run_1/clocks.png
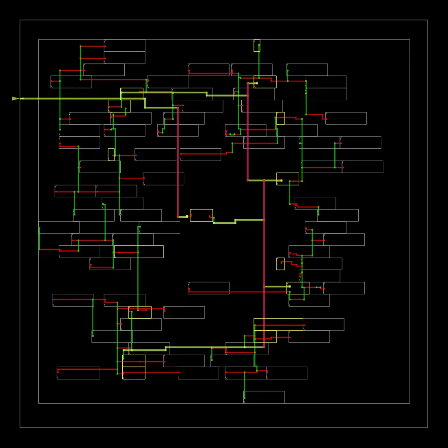
run_1/clk_routes.png
Bar = 20 um.
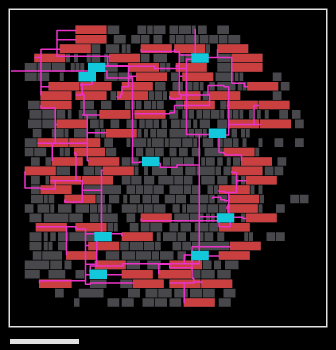
run_1/flops_by_reg.png
Bar = 20 um. Other sequential cells in the stronger grey, the rest of the logic in the fainter grey.
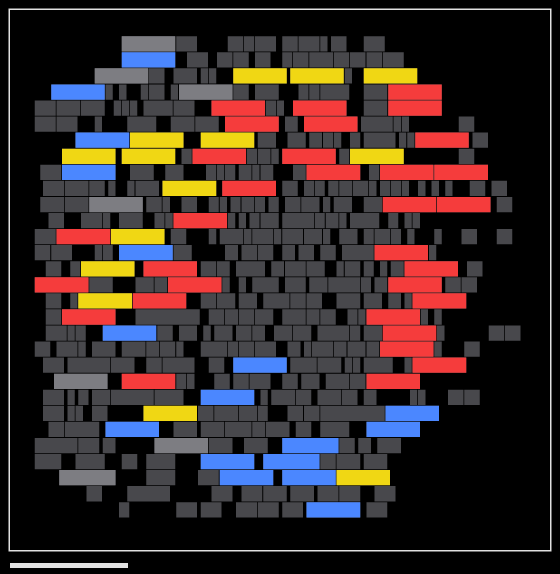
### config.mk
export PLATFORM = sky130hd
export DESIGN_NAME = imm_ext_pipe
export DESIGN_NICKNAME = d
export VERILOG_FILES = /design/src/rtl/imm_ext_pipe.sv
export SDC_FILE = /design/constraint.sdc
export NUM_CORES = 1
export LEC_CHECK = 0
export CAP_MARGIN = 20
export CORE_MARGIN = 4
export CORE_UTILIZATION = 50
export CTS_CLUSTER_SIZE = 30
export DETAILED_ROUTE_END_ITERATION = 8
export GPL_ROUTABILITY_DRIVEN = 0
export PLACE_DENSITY = 0.91
export SLEW_MARGIN = 20
export SYNTH_ARGS = -nofsm -noshare
export SYNTH_HDL_FRONTEND = slang
export SYNTH_SLANG_ARGS = --single-unit
### constraint.sdc
create_clock -name clk -period 1.9 [get_ports clk]
set_input_delay 0.475 -clock clk [delete_from_list [all_inputs] [get_ports clk]]
set_output_delay 0.475 -clock clk [all_outputs]
set_load 0.05 [all_outputs]
### src/rtl/imm_ext_pipe.sv
// Two-stage immediate-extension pipe: rotated DP imm, memory, branch and halfword offsets.
// Latency: 2 cycles input-to-output register; 1 beat/cycle throughput.
// Backpressure: valid/ready chain, 2-entry capacity; flush drops all in-flight entries.
//
// Ports:
//   clk, rst_n              clock, async active-low reset
//   flush                   cancel both stages at the next edge (blocks input this cycle)
//   in_valid/in_ready       input handshake; immsrc, instr, carry_in, tag_in form the beat
//   out_valid/out_ready     output handshake; extimm, carry_out, tag_out form the beat
module imm_ext_pipe #(
    parameter int DATA_W   = 32,   // even and >= 32
    parameter int TAG_W    = 4,
    parameter int BR_SHIFT = 2
) (
    input  logic              clk,
    input  logic              rst_n,
    input  logic              flush,
    input  logic              in_valid,
    output logic              in_ready,
    input  logic [1:0]        immsrc,
    input  logic [23:0]       instr,
    input  logic              carry_in,
    input  logic [TAG_W-1:0]  tag_in,
    output logic              out_valid,
    input  logic              out_ready,
    output logic [DATA_W-1:0] extimm,
    output logic              carry_out,
    output logic [TAG_W-1:0]  tag_out
);

    typedef enum logic [1:0] {
        IMM_DP  = 2'b00,
        IMM_MEM = 2'b01,
        IMM_BR  = 2'b10,
        IMM_HW  = 2'b11
    } mode_t;

    // S1 keeps the raw field too: branch needs all 24 bits, the offsets need slices of it.
    typedef struct packed {
        mode_t             mode;
        logic [3:0]        rot;
        logic [7:0]        imm8;
        logic [23:0]       instr;
        logic              carry;
        logic [TAG_W-1:0]  tag;
    } s1_t;

    typedef struct packed {
        logic [DATA_W-1:0] imm;
        logic              carry;
        logic [TAG_W-1:0]  tag;
    } s2_t;

    logic  s1_vld, s2_vld;
    logic  s1_rdy, s2_rdy;
    logic  in_fire;
    s1_t   s1_q, s1_d;
    s2_t   s2_q, s2_d;

    logic [DATA_W-1:0]   zimm8;
    logic [2*DATA_W-1:0] ror_dbl;
    logic [DATA_W-1:0]   br_sext;

    // Ready chain is combinational so a released out_ready frees input the same cycle.
    assign s2_rdy   = !s2_vld || out_ready;
    assign s1_rdy   = !s1_vld || s2_rdy;
    assign in_ready = s1_rdy && !flush;
    assign in_fire  = in_valid && in_ready;

    // Pre-decode into S1
    always_comb begin
        s1_d       = '0;
        s1_d.mode  = mode_t'(immsrc);
        s1_d.rot   = instr[11:8];
        s1_d.imm8  = instr[7:0];
        s1_d.instr = instr;
        s1_d.carry = carry_in;
        s1_d.tag   = tag_in;
    end

    // Extension from S1 payload into S2
    always_comb begin
        zimm8   = {{(DATA_W-8){1'b0}}, s1_q.imm8};
        // Rotate right by shifting a doubled copy; the low half holds the wrapped result.
        ror_dbl = {zimm8, zimm8} >> {s1_q.rot, 1'b0};
        br_sext = {{(DATA_W-24){s1_q.instr[23]}}, s1_q.instr};

        s2_d       = '0;
        s2_d.tag   = s1_q.tag;
        s2_d.carry = s1_q.carry;
        case (s1_q.mode)
            IMM_DP: begin
                s2_d.imm = ror_dbl[DATA_W-1:0];
                // rot = 0 leaves the shifter carry untouched
                if (s1_q.rot != 4'd0) begin
                    s2_d.carry = ror_dbl[DATA_W-1];
                end
            end
            IMM_MEM: s2_d.imm = {{(DATA_W-12){1'b0}}, s1_q.instr[11:0]};
            IMM_BR:  s2_d.imm = br_sext << BR_SHIFT;
            IMM_HW:  s2_d.imm = {{(DATA_W-8){1'b0}}, s1_q.instr[11:8], s1_q.instr[3:0]};
            default: s2_d.imm = '0;
        endcase
    end

    always_ff @(posedge clk or negedge rst_n) begin
        if (!rst_n) begin
            s1_vld <= 1'b0;
            s1_q   <= '0;
        end else begin
            if (flush) begin
                s1_vld <= 1'b0;
            end else if (s1_rdy) begin
                s1_vld <= in_fire;
            end
            if (in_fire) begin
                s1_q <= s1_d;
            end
        end
    end

    always_ff @(posedge clk or negedge rst_n) begin
        if (!rst_n) begin
            s2_vld <= 1'b0;
            s2_q   <= '0;
        end else begin
            if (flush) begin
                s2_vld <= 1'b0;
            end else if (s2_rdy) begin
                s2_vld <= s1_vld;
            end
            if (s2_rdy && s1_vld) begin
                s2_q <= s2_d;
            end
        end
    end

    assign out_valid = s2_vld;
    assign extimm    = s2_q.imm;
    assign carry_out = s2_q.carry;
    assign tag_out   = s2_q.tag;

endmodule

==> impl_summary.log, run 1 <==
[metrics] run summary
[metrics] outcome: finished, final reports clean
[metrics] total power consumption of the routed design: about 5.3 mW
[metrics] utilization of the core after routing: 0.682
[metrics] number of sinks on the clock net: 70
[metrics] Pre-Place Util: 0.512
[metrics] clock buffer and inverter area fraction after layout: 0.0465
[metrics] largest cells by area after synthesis: sky130_fd_sc_hd__dfrtp_1 50%, sky130_fd_sc_hd__mux2_2 11%, sky130_fd_sc_hd__nor2_1 4.5%, sky130_fd_sc_hd__a21oi_1 3.5%, sky130_fd_sc_hd__nand2_1 2.9%
[metrics] most frequent logic cells in the routed design: 67 x sky130_fd_sc_hd__dfrtp_1, 66 x sky130_fd_sc_hd__buf_4, 42 x sky130_fd_sc_hd__nor2_1, 35 x sky130_fd_sc_hd__mux2_2, 33 x sky130_fd_sc_hd__clkdlybuf4s50_1
[metrics] LEAKAGE: between 1.5 and 2 nW
[metrics] final non-filler cell total: 517
[metrics] First-pass DRT Iterations: 6
[metrics] period utilisation layout: 0.955
[metrics] Non-clock buffers: ~110
[metrics] Net Sw Power: 2.01 mW
[metrics] slew at the pin with the worst max-slew slack: about 0.6 ns
[metrics] max incr delay on CP: between 0.4 and 0.5 ns
[metrics] sequential area share after synthesis: 0.504
[metrics] number of cell rows: 30
[metrics] required time worst endpoint: roughly 1.4 ns
[metrics] Worst Reg2Reg Path Length in Cells: 5
[metrics] Internal Power: roughly 3.3 mW
[metrics] pin count of the biggest net entering global routing: 71
[metrics] prevailing post-synth register cell: sky130_fd_sc_hd__dfrtp_1
[metrics] Max FO, Critical Path: 3
[metrics] number of design-rule violations left by the first detailed-router iteration: approximately 460
[metrics] worst-case setup margin in the final layout: between 0.08 and 0.09 ns
[metrics] top area contributor share: 0.504
[metrics] number of maximum-capacitance violations: 0
[metrics] setup bufs post-CTS: 1
[metrics] number of multi-input combinational cells in the layout: 229
[metrics] final wirelength: around 9300 um
[metrics] flip-flops with a built-in enable: 0
[metrics] HPWL after DPL: 6650 um
[metrics] number of nets with antenna violations after detailed routing: 0
[metrics] post_cts resized: 1
[metrics] total gr overflow: 0
[metrics] combinational share of power: 0.374
[metrics] R2R Path End: carry_out
[metrics] count of instantiated cells in the yosys netlist: ~330
[metrics] clock period minus final worst setup slack: approximately 1.8 ns
[metrics] Die Height: 91.4 um
[metrics] data arrival time of the critical path: 1.34 ns
[metrics] critical path capture point: in_ready
[metrics] CTS clk-pin slew, worst paths: ~0.070 ns
[metrics] largest delay contributor family on the critical path: buffers and inverters
[metrics] antenna violations before repair: 0
[metrics] post-detailed-route DRC marker count: 0
[metrics] width of the die: between 90 and 100 um
[metrics] combinational share of cell area: 0.348
[metrics] Slew Limit Fails: 0
[metrics] post-placement setup slack: -0.126 ns
[metrics] met2 wirelength from detailed routing: between 4000 and 5000 um
[metrics] maximum level of the CTS H-tree: 3
[metrics] slack of the worst reg-to-reg path: 0.15 ns
[metrics] total die size: approximately 8400 sq um
[metrics] Non-CTS inverters: 1
[metrics] maximum operating frequency: approximately 550 MHz
[metrics] chip area line of the yosys report: 3480 sq um
[metrics] max reg flops: 32
[metrics] ANT cells: 0
[metrics] post-synthesis cell count: 327
About clocks.png:
cts bufs inserted: 9
Seq cells: 70

About clk_routes.png:
flip-flops -> red  # count 70
clock wires -> magenta  # length 854 um
clock drivers -> cyan  # count 9
flops lie = all over the die
routed clock nets = 10
power drawn by the clock network: 1.31 mW
clock power share: 0.248
later-pin clock latency in the skew report: 0.35 ns
Fin Clk Skew: 0.00721 ns

About flops_by_reg.png:
`extimm` -> red  # sequential cells 32
`br_sext` -> yellow  # sequential cells 14
`s1_q` -> blue  # sequential cells 17
not coloured = 7
flip-flop and latch power: 2.00 mW
area taken by flip-flops and latches: 1760 sq um
flop share of the area: 0.379

==> run 1: logic make-up (layout without fill, tap and decap cells) <==
| logic type | count (synthesis) | in the layout | synth area share |
|---|---|---|---|
| flops | 70 | 70 | 0.504 |
| simple gates | 111 | 111 | 0.160 |
| compound gates | 72 | 72 | 0.145 |
| buf+inv | 28 | 122 | 0.0385 |
| mux | 46 | 46 | 0.153 |
==> run 1: cells in the mapped netlist, types with 2 or more instances <==
cell                        n
sky130_fd_sc_hd__buf_2     17
sky130_fd_sc_hd__a31oi_1   11
sky130_fd_sc_hd__nand2_1   27
sky130_fd_sc_hd__nand3_1    8
sky130_fd_sc_hd__a22oi_1    2
sky130_fd_sc_hd__a221oi_2   2
sky130_fd_sc_hd__nor2b_1    9
sky130_fd_sc_hd__a222oi_1   2
sky130_fd_sc_hd__nand4b_1   5
sky130_fd_sc_hd__dfrtp_1   70
sky130_fd_sc_hd__o211ai_1   2
sky130_fd_sc_hd__mux2_4     5
sky130_fd_sc_hd__and4bb_2   2
sky130_fd_sc_hd__nand2b_1   6
sky130_fd_sc_hd__clkbuf_1   7
sky130_fd_sc_hd__buf_1      2
sky130_fd_sc_hd__and3_1     2
sky130_fd_sc_hd__a22o_1     3
sky130_fd_sc_hd__a32oi_1    6
sky130_fd_sc_hd__nand3b_1   4
sky130_fd_sc_hd__mux2_2    35
sky130_fd_sc_hd__mux2i_1    4
sky130_fd_sc_hd__nor2_1    42
sky130_fd_sc_hd__mux2_1     2
sky130_fd_sc_hd__a221oi_1   8
sky130_fd_sc_hd__o21ai_0    4
sky130_fd_sc_hd__a21oi_1   24
==> run 1: routing by layer <==
layer  vias up  GRT usage
met5         -          0
met4         0     0.0930
met3        41     0.0663
met2       186      0.376
met1      1443      0.293
li1       1366          -
run_1/wires.png
Bar = 20 um. Only two layers are drawn.
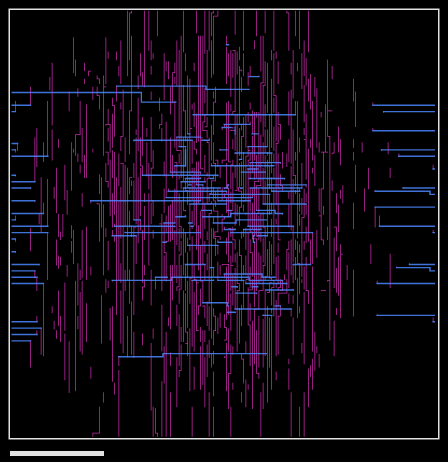

## Run 2: what changed since run 1
MAX_ROUTING_LAYER = met4   (was unset)
run_2/wires.png
Bar = 20 um. Only two layers are drawn.
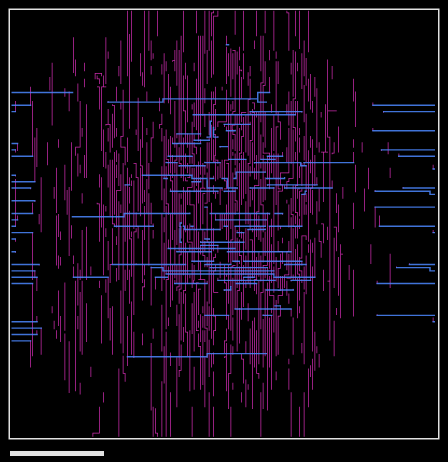
metal 3 -> blue  # wire length 816 um
metal 2 -> magenta  # wire length 4530 um
total global-route track usage: 0.239
total number of vias: 3034
detailed-route wire length per cell: 18.0 um

==> impl_summary.log, run 2 <==
[metrics] run summary
[metrics] Total Neg Setup Slack: 0 ns
[metrics] max incr delay on CP: between 0.4 and 0.5 ns
[metrics] Internal Power: approximately 3.3 mW
[metrics] ANT cells: 0
[metrics] post-placement setup slack: -0.126 ns
[metrics] most common cell after layout, fill and taps aside: sky130_fd_sc_hd__dfrtp_1
[metrics] total die size: approximately 8400 sq um
[metrics] LEAKAGE: between 1.5 and 2 nW
[metrics] Slew Limit Fails: 0
[metrics] maximum ir drop on the vdd rail: approximately 0.78 mV
[metrics] final net count: about 450
[metrics] prevailing post-synth register cell: sky130_fd_sc_hd__dfrtp_1
[metrics] Hold Slack: roughly 0.11 ns
[metrics] outcome: finished, final reports clean
[metrics] cts bufs inserted: 9
[metrics] global-route wire length before repair: about 15000 um
[metrics] cell area power density: 1150 nW/um^2
[metrics] number of sinks on the clock net: 70
[metrics] share of synthesized cell area in and, or, nand and nor gates: 0.160
[metrics] Clock Root Buffer: sky130_fd_sc_hd__clkbuf_8
[metrics] First-pass DRT Iterations: 5
[metrics] number of nets with antenna violations after detailed routing: 0
[metrics] clock power share: 0.248
[metrics] maximum operating frequency: roughly 550 MHz
[metrics] width of the die: 91.4 um
[metrics] tally of yosys warning messages: 0
[metrics] port buffer count: 74
[metrics] final wirelength: between 9000 and 10000 um
[metrics] startpoint class of the critical path: primary input
[metrics] start point of the critical path: flush
[metrics] post-synthesis adder-cell area fraction: 0
[metrics] post-detailed-route DRC marker count: 0
[metrics] Max FO, Critical Path: 3
[metrics] cell count after placement: 500
[metrics] final non-filler cell total: approximately 520
[metrics] net switching fraction of the power: 0.379
[metrics] total power consumption of the routed design: between 5 and 6 mW
[metrics] proportion of power drawn by flip-flops and latches: 0.378
[metrics] data arrival time of the critical path: 1.34 ns
[metrics] required time worst endpoint: approximately 1.4 ns
[metrics] Fin Clk Skew: slightly above 0.006 ns
[metrics] yosys aoi share: 0.145
[metrics] count of instantiated cells in the yosys netlist: 327
[metrics] summed area of non-filler cells in the final layout: 4630 sq um
[metrics] total gr overflow: 0
[metrics] Hold WC Path Type: in -> async
[metrics] antenna violations before repair: 0
[metrics] setup repair after global routing missed its margin: no
[metrics] post-synthesis cell count: between 300 and 400
[metrics] HPWL after DPL: approximately 6700 um
[metrics] Post-Synthesis Mean Instance Area: about 11 sq um
[metrics] Registers, synthesis: 70
[metrics] top area contributor share: 0.504
[metrics] number of top-level design ports: ~75
[metrics] max reg flops: 32
[metrics] most used standard cells in the synthesized netlist: 70 x sky130_fd_sc_hd__dfrtp_1, 42 x sky130_fd_sc_hd__nor2_1, 35 x sky130_fd_sc_hd__mux2_2
[metrics] hold buffer count at CTS: 0
[metrics] Die Height: just over 90 um
[metrics] most frequent logic cells in the routed design: 67 x sky130_fd_sc_hd__dfrtp_1, 66 x sky130_fd_sc_hd__buf_4, 42 x sky130_fd_sc_hd__nor2_1, 35 x sky130_fd_sc_hd__mux2_2, 33 x sky130_fd_sc_hd__clkdlybuf4s50_1
[metrics] period utilisation layout: 0.955
[metrics] Pre-Place Util: 0.512
[metrics] summed instance area of the synthesized netlist: 3480 sq um
[metrics] element type at the critical path end: output port
[metrics] maximum level of the CTS H-tree: 3
[metrics] Nets at Floorplan: between 300 and 400
[metrics] slew at the pin with the worst max-slew slack: around 0.60 ns
[metrics] dpl cell area: 4400 sq um
[metrics] share of flip-flops with an asynchronous set or reset after synthesis: 1.00
[metrics] CTS clk-pin slew, worst paths: roughly 0.070 ns
[metrics] largest cells by area after synthesis: sky130_fd_sc_hd__dfrtp_1 50%, sky130_fd_sc_hd__mux2_2 11%, sky130_fd_sc_hd__nor2_1 4.5%, sky130_fd_sc_hd__a21oi_1 3.5%, sky130_fd_sc_hd__nand2_1 2.9%
[metrics] worst-case setup margin in the final layout: 0.0849 ns
[metrics] most numerous cell in the Yosys netlist: sky130_fd_sc_hd__dfrtp_1
[metrics] Setup Viol. Count Final: 0
[metrics] total number of warnings across the stage logs: 26
[metrics] chip area line of the yosys report: 3480 sq um
[metrics] headroom to the max-slew limit: 0.600
[metrics] Synth logic family: simple AND/OR/NAND/NOR gates
[metrics] Slowest cell on crit path: sky130_fd_sc_hd__clkdlybuf4s50_1
[metrics] mux share: 0.153
[metrics] Net Sw Power: 2.01 mW
[metrics] pin count of the biggest net entering global routing: between 70 and 80
[metrics] later-pin clock latency in the skew report: roughly 0.35 ns
[metrics] combinational share of power: 0.374
[metrics] CP Class: in -> out
[metrics] synthesized-area fraction occupied by xor and xnor cells: 0
[metrics] Filler cells: about 500
[metrics] flip-flops with a built-in enable: 0
[metrics] deepest clock path buffer count: 2
[metrics] cell type with the largest total area: sky130_fd_sc_hd__dfrtp_1
[metrics] number of design-rule violations left by the first detailed-router iteration: 443
[metrics] sequential area share after synthesis: 0.504
[metrics] via/cell ratio: approximately 5.9
[metrics] proportion of layout cells with a drive suffix above 1: 0.328
[metrics] Hold Vio Cnt, Final: 0
[metrics] clock period minus final worst setup slack: around 1.8 ns
[metrics] number of maximum-capacitance violations: 0
run_2/placement_by_type.png
Fill, decap, tap and diode cells in grey.
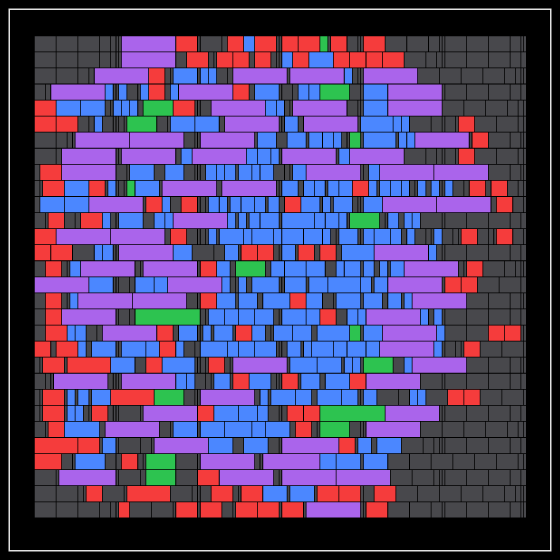
combinational and other logic -> blue  # cells 230
flops -> purple  # cells 70
clock drivers and dummy loads -> green  # cells 16
other buffers and delay cells -> red  # cells 105
core outline area: 6790 sq um
utilization of the core after routing: 0.682
number of cell rows: 30

run 2: cell counts in the layout (fill, tap and decap cells not counted):
Identical to the previous run, type by type.
run 2: final cells by class:
type / count / area (sq um) / area share
Inverter: 1 / 3.75 / 0.000810
Tap cell: 96 / 120 / 0.0259
Multi-Input combinational cell: 229 / 1610 / 0.348
Timing Repair Buffer: 105 / 923 / 0.199
Clock buffer: 12 / 145 / 0.0313
Clock inverter: 4 / 70.1 / 0.0151
Sequential cell: 70 / 1760 / 0.379
run 2: critical path, delay by kind of cell:
kind            cells  cell delay, ns
compound gates      1            0.14
buf+inv             3            0.72
run 2: layer usage:
metal	vias to the layer above	global-route usage	wire [um]
met5	-	-	0
met4	0	0.0905	239
met3	26	0.0613	816
met2	184	0.377	4530
met1	1458	0.297	3710
li1	1366	-	-
run 2: power by group through the flow:
| stage | Combinational [mW] | Clock, mW | Sequential (mW) |
|---|---|---|---|
| after floorplan | 0.747 | 0 | 2.52 |
| after global placement | 1.92 | 0 | 2.00 |
| after detailed placement | 1.97 | 0 | 2.02 |
| after CTS | 1.98 | 1.34 | 2.00 |
| after global routing | 2.10 | 1.42 | 2.04 |
| final | 1.99 | 1.32 | 2.00 |
run 2: worst paths after layout:
kind | end | slack, ns | depth (start not counted)
setup / recovery | in_ready | 0.08 | 4
hold / removal | out_valid | 0.11 | 2
setup reg to reg | carry_out | 0.14 | 5
hold reg to reg | tag_out[1] | 0.47 | 2
max in group asynchronous | s1_q[35] | 1.45 | 2
min in group clk | tag_out[1] | 0.47 | 2
run 2: what timing repair did:
action                     4_1_cts  5_1_grt
gates cloned                     0        0
setup buffers                    1        0
setup endpoints to repair        1        7
gates resized                    1        3
Power is estimated from default activity; no workload was simulated.
